--- config.mk ---
export PLATFORM = sky130hd
export DESIGN_NAME = spi_tx_engine
export DESIGN_NICKNAME = d
export VERILOG_FILES = /design/src/rtl/spi_bridge_pkg.sv /design/src/rtl/spi_sclk_gen.sv /design/src/rtl/spi_tx_engine.sv
export SDC_FILE = /design/constraint.sdc
export NUM_CORES = 1
export LEC_CHECK = 0
export CAP_MARGIN = 0
export CORE_MARGIN = 4
export CORE_UTILIZATION = 30
export CTS_BUF_LIST = sky130_fd_sc_hd__clkbuf_16
export CTS_CLUSTER_SIZE = 24
export DETAILED_ROUTE_END_ITERATION = 12
export PLACE_DENSITY = 0.56
export SLEW_MARGIN = 20
export SYNTH_ARGS = -nofsm -noshare
export SYNTH_HDL_FRONTEND = slang
export SYNTH_SLANG_ARGS = --single-unit
export TNS_END_PERCENT = 1
--- constraint.sdc ---
create_clock -name rd_clk -period 1.9 [get_ports rd_clk]
set_input_delay 0.57 -clock rd_clk [delete_from_list [all_inputs] [get_ports rd_clk]]
set_output_delay 0.57 -clock rd_clk [all_outputs]
set_load 0.02 [all_outputs]
--- src/rtl/spi_bridge_pkg.sv ---
// Shared types and frame layout for the SPI bridge.
// Frame: {wr, addr[7:0], data[31:0]}, shifted MSB first.
package spi_bridge_pkg;

  localparam int DATA_WIDTH = 41;
  localparam int WR_BIT     = 40;
  localparam int ADDR_MSB   = 39;
  localparam int ADDR_LSB   = 32;
  localparam int DATA_MSB   = 31;
  localparam int RX_W       = DATA_MSB + 1;
  localparam int DIV_W      = 8;

  typedef enum logic [2:0] {
    ST_IDLE,
    ST_POP,
    ST_LOAD,
    ST_SETUP,
    ST_SHIFT,
    ST_HOLD,
    ST_GAP
  } state_t;

  function automatic logic [7:0] frame_addr(
    input logic [DATA_WIDTH-1:0] w
  );
    return w[ADDR_MSB:ADDR_LSB];
  endfunction

endpackage

--- src/rtl/spi_sclk_gen.sv ---
// Half-period timer for the SPI engine: one tick every CLK_DIV cycles,
// toggling a mode-0 SCLK and flagging rise/fall ahead of each edge.
module spi_sclk_gen
  import spi_bridge_pkg::*;
#(
  parameter int CLK_DIV = 2
) (
  input  logic clk_i,
  input  logic rst_ni,
  input  logic en_i,
  input  logic toggle_i,
  output logic tick_o,
  output logic rise_o,
  output logic fall_o,
  output logic sclk_o
);

  localparam logic [DIV_W-1:0] LAST = DIV_W'(CLK_DIV - 1);

  logic [DIV_W-1:0] cnt_q, cnt_d;
  logic             sclk_q, sclk_d;

  always_comb begin
    tick_o = en_i && (cnt_q == LAST);
    rise_o = tick_o && toggle_i && !sclk_q;
    fall_o = tick_o && toggle_i && sclk_q;
    cnt_d  = cnt_q;
    sclk_d = sclk_q;
    if (!en_i || tick_o) begin
      cnt_d = '0;
    end else begin
      cnt_d = cnt_q + 1'b1;
    end
    // Outside SHIFT the clock is parked low.
    if (rise_o) begin
      sclk_d = 1'b1;
    end else if (fall_o || !toggle_i) begin
      sclk_d = 1'b0;
    end
  end

  always_ff @(posedge clk_i or negedge rst_ni) begin
    if (!rst_ni) begin
      cnt_q  <= '0;
      sclk_q <= 1'b0;
    end else begin
      cnt_q  <= cnt_d;
      sclk_q <= sclk_d;
    end
  end

  assign sclk_o = sclk_q;

endmodule

--- src/rtl/spi_tx_engine.sv ---
// Pops frames from a FIFO and shifts them out over SPI mode 0,
// returning the last 32 MISO bits of read frames on rx_data.
module spi_tx_engine
  import spi_bridge_pkg::*;
#(
  parameter int DATA_WIDTH = spi_bridge_pkg::DATA_WIDTH,
  parameter int CLK_DIV    = 2
) (
  input  logic                  rd_clk,
  input  logic                  rd_rst_n,
  output logic                  rd_en,
  input  logic [DATA_WIDTH-1:0] rd_data,
  input  logic                  empty,
  output logic                  sclk,
  output logic                  cs_n,
  output logic                  mosi,
  input  logic                  miso,
  output logic [31:0]           rx_data,
  output logic                  rx_valid,
  output logic                  busy
);

  localparam int BIT_W = $clog2(DATA_WIDTH);
  localparam logic [BIT_W-1:0] LAST_BIT = BIT_W'(DATA_WIDTH - 1);

  state_t                state_q, state_d;
  logic [DATA_WIDTH-1:0] sh_q, sh_d;
  logic [RX_W-1:0]       rxsh_q, rxsh_d;
  logic [BIT_W-1:0]      bit_q, bit_d;
  logic                  wr_q, wr_d;
  logic                  cs_n_q, cs_n_d;
  logic [RX_W-1:0]       rx_data_q, rx_data_d;
  logic                  rx_valid_q, rx_valid_d;

  logic gen_en, gen_tog;
  logic tick, rise, fall;

  assign gen_en  = (state_q == ST_SETUP) || (state_q == ST_SHIFT) ||
                   (state_q == ST_HOLD)  || (state_q == ST_GAP);
  assign gen_tog = (state_q == ST_SHIFT);

  spi_sclk_gen #(
    .CLK_DIV (CLK_DIV)
  ) u_sclk (
    .clk_i    (rd_clk),
    .rst_ni   (rd_rst_n),
    .en_i     (gen_en),
    .toggle_i (gen_tog),
    .tick_o   (tick),
    .rise_o   (rise),
    .fall_o   (fall),
    .sclk_o   (sclk)
  );

  always_comb begin
    state_d    = state_q;
    sh_d       = sh_q;
    rxsh_d     = rxsh_q;
    bit_d      = bit_q;
    wr_d       = wr_q;
    cs_n_d     = cs_n_q;
    rx_data_d  = rx_data_q;
    rx_valid_d = 1'b0;
    unique case (state_q)
      ST_IDLE: begin
        if (!empty) state_d = ST_POP;
      end
      ST_POP: begin
        state_d = ST_LOAD;
      end
      ST_LOAD: begin
        sh_d    = rd_data;
        wr_d    = rd_data[WR_BIT];
        bit_d   = '0;
        cs_n_d  = 1'b0;
        state_d = ST_SETUP;
      end
      ST_SETUP: begin
        if (tick) state_d = ST_SHIFT;
      end
      ST_SHIFT: begin
        if (rise) rxsh_d = {rxsh_q[RX_W-2:0], miso};
        if (fall) begin
          sh_d = sh_q << 1;
          if (bit_q == LAST_BIT) begin
            state_d = ST_HOLD;
          end else begin
            bit_d = bit_q + 1'b1;
          end
        end
      end
      ST_HOLD: begin
        if (tick) begin
          cs_n_d  = 1'b1;
          state_d = ST_GAP;
          if (!wr_q) begin
            rx_data_d  = rxsh_q;
            rx_valid_d = 1'b1;
          end
        end
      end
      ST_GAP: begin
        if (tick) state_d = ST_IDLE;
      end
      default: state_d = ST_IDLE;
    endcase
  end

  always_ff @(posedge rd_clk or negedge rd_rst_n) begin
    if (!rd_rst_n) begin
      state_q    <= ST_IDLE;
      sh_q       <= '0;
      rxsh_q     <= '0;
      bit_q      <= '0;
      wr_q       <= 1'b0;
      cs_n_q     <= 1'b1;
      rx_data_q  <= '0;
      rx_valid_q <= 1'b0;
    end else begin
      state_q    <= state_d;
      sh_q       <= sh_d;
      rxsh_q     <= rxsh_d;
      bit_q      <= bit_d;
      wr_q       <= wr_d;
      cs_n_q     <= cs_n_d;
      rx_data_q  <= rx_data_d;
      rx_valid_q <= rx_valid_d;
    end
  end

  // MOSI is the shifter MSB; the shifter drains to zero after the frame.
  assign mosi     = sh_q[DATA_WIDTH-1];
  assign rd_en    = (state_q == ST_POP);
  assign busy     = (state_q != ST_IDLE);
  assign cs_n     = cs_n_q;
  assign rx_data  = rx_data_q;
  assign rx_valid = rx_valid_q;

endmodule

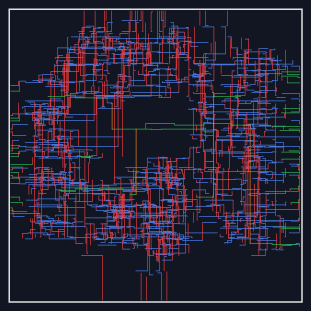
**Above:** run 1 (routed metal, one colour a layer).
(2 px per um)
M3: marked green, wire length 486 um. M2: marked red, wire length 5,260 um. M1: marked blue, wire length 5,590 um. M4: marked orange, wire length 157 um.
routed length per instance: 13.9 um
vias: 3,714
final wirelength: 11.5 mm
GRT Total Usage: 10.7%

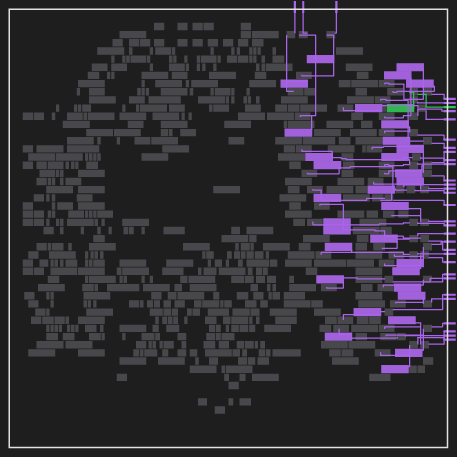
**Above:** run 1 (nets reached from selected ports).
(3 px per um)
rx_data: marked purple, bits 32, direction output, edge 29 east, 3 north, end cells 32, wire 1,050 um. rx_valid: marked green, bits 1, direction output, edge east, end cells 1, wire 20.0 um.
Port Buf Inserts: 82
Boundary Pins: 83

==> ci_impl_report.md, run 1 <==
## Synthesis and layout report

| Metric | Value |
|---|---|
| Sequential area share after synthesis | `55.6%` |
| Largest net degree at the start of global routing | `86` |
| Hold WS | `0.493 ns` |
| Area growth from synthesis to layout | `36.0%` |
| Synth Area in Adders | `under 10%` |
| Buffers, non-clock | `111` |
| # placed instances | `between 700 and 800` |
| Fin Setup TNS | `-0.00896 ns` |
| Most common logic cells in the final layout | `nand2_1 (129), dfrtp_1 (125), mux2_4 (53), mux2_2 (50), clkdlybuf4s50_1 (43)` |
| Maximum clock frequency | `between 500 and 600 MHz` |
| Tap cells | `about 230` |
| Top reg by flops | `sh_q` |
| Req. time, crit path | `between 1 and 1.5 ns` |
| R2R Path End | `rx_data[26]` |
| Cycle use final | `100%` |
| Endpoints failing setup | `1` |
| Setup ws final | `-0.00896 ns` |
| Measured slew at the worst slew-check pin | `~0.50 ns` |
| WP data arrival | `1.34 ns` |
| Syn Nets | `approximately 530` |
| GRT Residual Overflow | `0` |
| Worst-case vdd ir drop | `between 800 and 900 uV` |
| M1 WL | `~5.6 mm` |
| Met2 usage | `around 16%` |
| Switching share of power | `27.0%` |
| Crit path cell chain | `or3_1 -> buf_6` |
| Failing checks | `negative setup slack` |
| Combinational share of cell area | `about a third` |
| Crit path depth | `2` |
| Registers, synthesis | `around 130` |
| Number of maximum-capacitance violations | `0` |
| Fin nets | `between 600 and 700` |
| Crit path max fanout | `4` |
| Met1 global-route usage | `approximately 14%` |
| Status | `complete, but fails checks` |
| N_diodes | `0` |
| Area share, top type | `a little under three fifths` |
| Chip Area | `about 21,000 um^2` |
| Final Util | `roughly two fifths` |
| Comb pwr | `between 2000 and 3000 uW` |
| Data buffer area share | `between 10 and 15%` |
| Synthesis area per yosys | `approximately 5700 um^2` |
| Busiest grt layer | `met2` |
| Synth cell types | `between 40 and 50` |
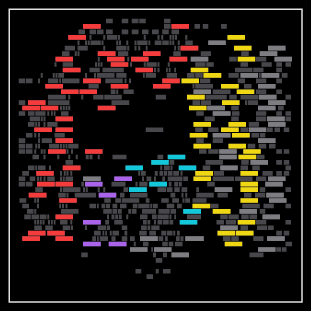
**Above:** run 1 (sequential cells grouped by signal name).
(2 px per um) Other sequential cells in the stronger grey, the rest of the logic in the fainter grey.
u_sclk.cnt_q: marked cyan, flops 8, where centre. bit_q: marked purple, flops 6. sh_q: marked red, flops 41. rxsh_q: marked yellow, flops 32.

==> run 2, diff against run 1 <==
Settings changed: CELL_PAD_IN_SITES_DETAIL_PLACEMENT set to 1, CELL_PAD_IN_SITES_GLOBAL_PLACEMENT set to 1, PLACE_DENSITY 0.56 to 0.66, SLEW_MARGIN 20 to 40.
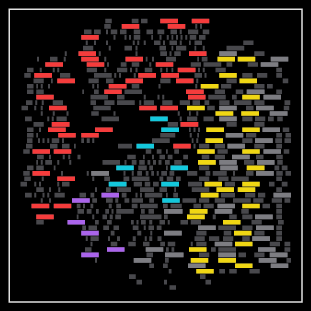
**Above:** run 2 (sequential cells grouped by signal name).
(2 px per um) Other sequential cells in the stronger grey, the rest of the logic in the fainter grey.
sequential power: 3560 uW
sequential fraction of total cell area: 40.5%

==> ci_impl_report.md, run 2 <==
## Synthesis and layout report

| Metric | Value |
|---|---|
| N_diodes | `0` |
| Failing checks | `negative setup slack` |
| Vias | `3,856` |
| Area growth from synthesis to layout | `37.1%` |
| Final Util | `41.8%` |
| Final wirelength | `13.6 mm` |
| Cycle use final | `101%` |
| Fin Setup TNS | `-0.270 ns` |
| Setup Buffers After CTS | `0` |
| Type of the tightest min-delay check | `input port to async pin` |
| Filler cell count | `between 1,500 and 2,000` |
| Crit path cell chain | `nor4_4 -> nand3_2 -> buf_6 -> nor3_4 -> buf_6 -> buf_12 -> mux2_2` |
| Endpoints failing setup | `32` |
| Port Buf Inserts | `between 80 and 90` |
| Registers, synthesis | `around 130` |
| GRT Total Usage | `12.7%` |
| # placed instances | `794` |
| DRC errors left | `0` |
| Leakage | `slightly below 0.004 uW` |
| Synth cell types | `between 40 and 50` |
| Data buffer area share | `between 10% and 20%` |
| Synth Area in Adders | `1.06%` |
| Chip Area | `around 21,000 um^2` |
| Req. time, crit path | `2.19 ns` |
| Area contributors post-synth | `dfrtp_1 (55%), mux2_2 (15%), nand2_1 (8.5%)` |
| Busiest grt layer | `met2` |
| FF+latch count | `about 130` |
| Synthesis area per yosys | `roughly 5700 um^2` |
| Sequential area share after synthesis | `a little under three fifths` |
| Switching share of power | `30.0%` |
| Hold WS | `around 0.037 ns` |
| Number of maximum-capacitance violations | `0` |
| Tap cells | `between 200 and 250` |
| Setup ws final | `-0.0261 ns` |
| Worst-case vdd ir drop | `between 600 and 700 uV` |
| Routed length per instance | `between 15 and 20 um` |
| Buffers, non-clock | `between 100 and 150` |
| Status | `complete, but fails checks` |
| Boundary Pins | `83` |
| WP data arrival | `~2.2 ns` |
| Top reg by flops | `sh_q` |
| Measured slew at the worst slew-check pin | `between 0.4 and 0.5 ns` |
| M1 WL | `~6.3 mm` |
| Crit path depth | `7` |
| Area share, top type | `about 55%` |
| Grt met3 use | `between 3 and 4%` |
| Syn Nets | `between 500 and 600` |
| Comb pwr | `between 2000 and 3000 uW` |
| Yosys cell count | `477` |
| GRT Residual Overflow | `0` |
| Fp util | `30.5%` |
Power is estimated from default activity; no workload was simulated.
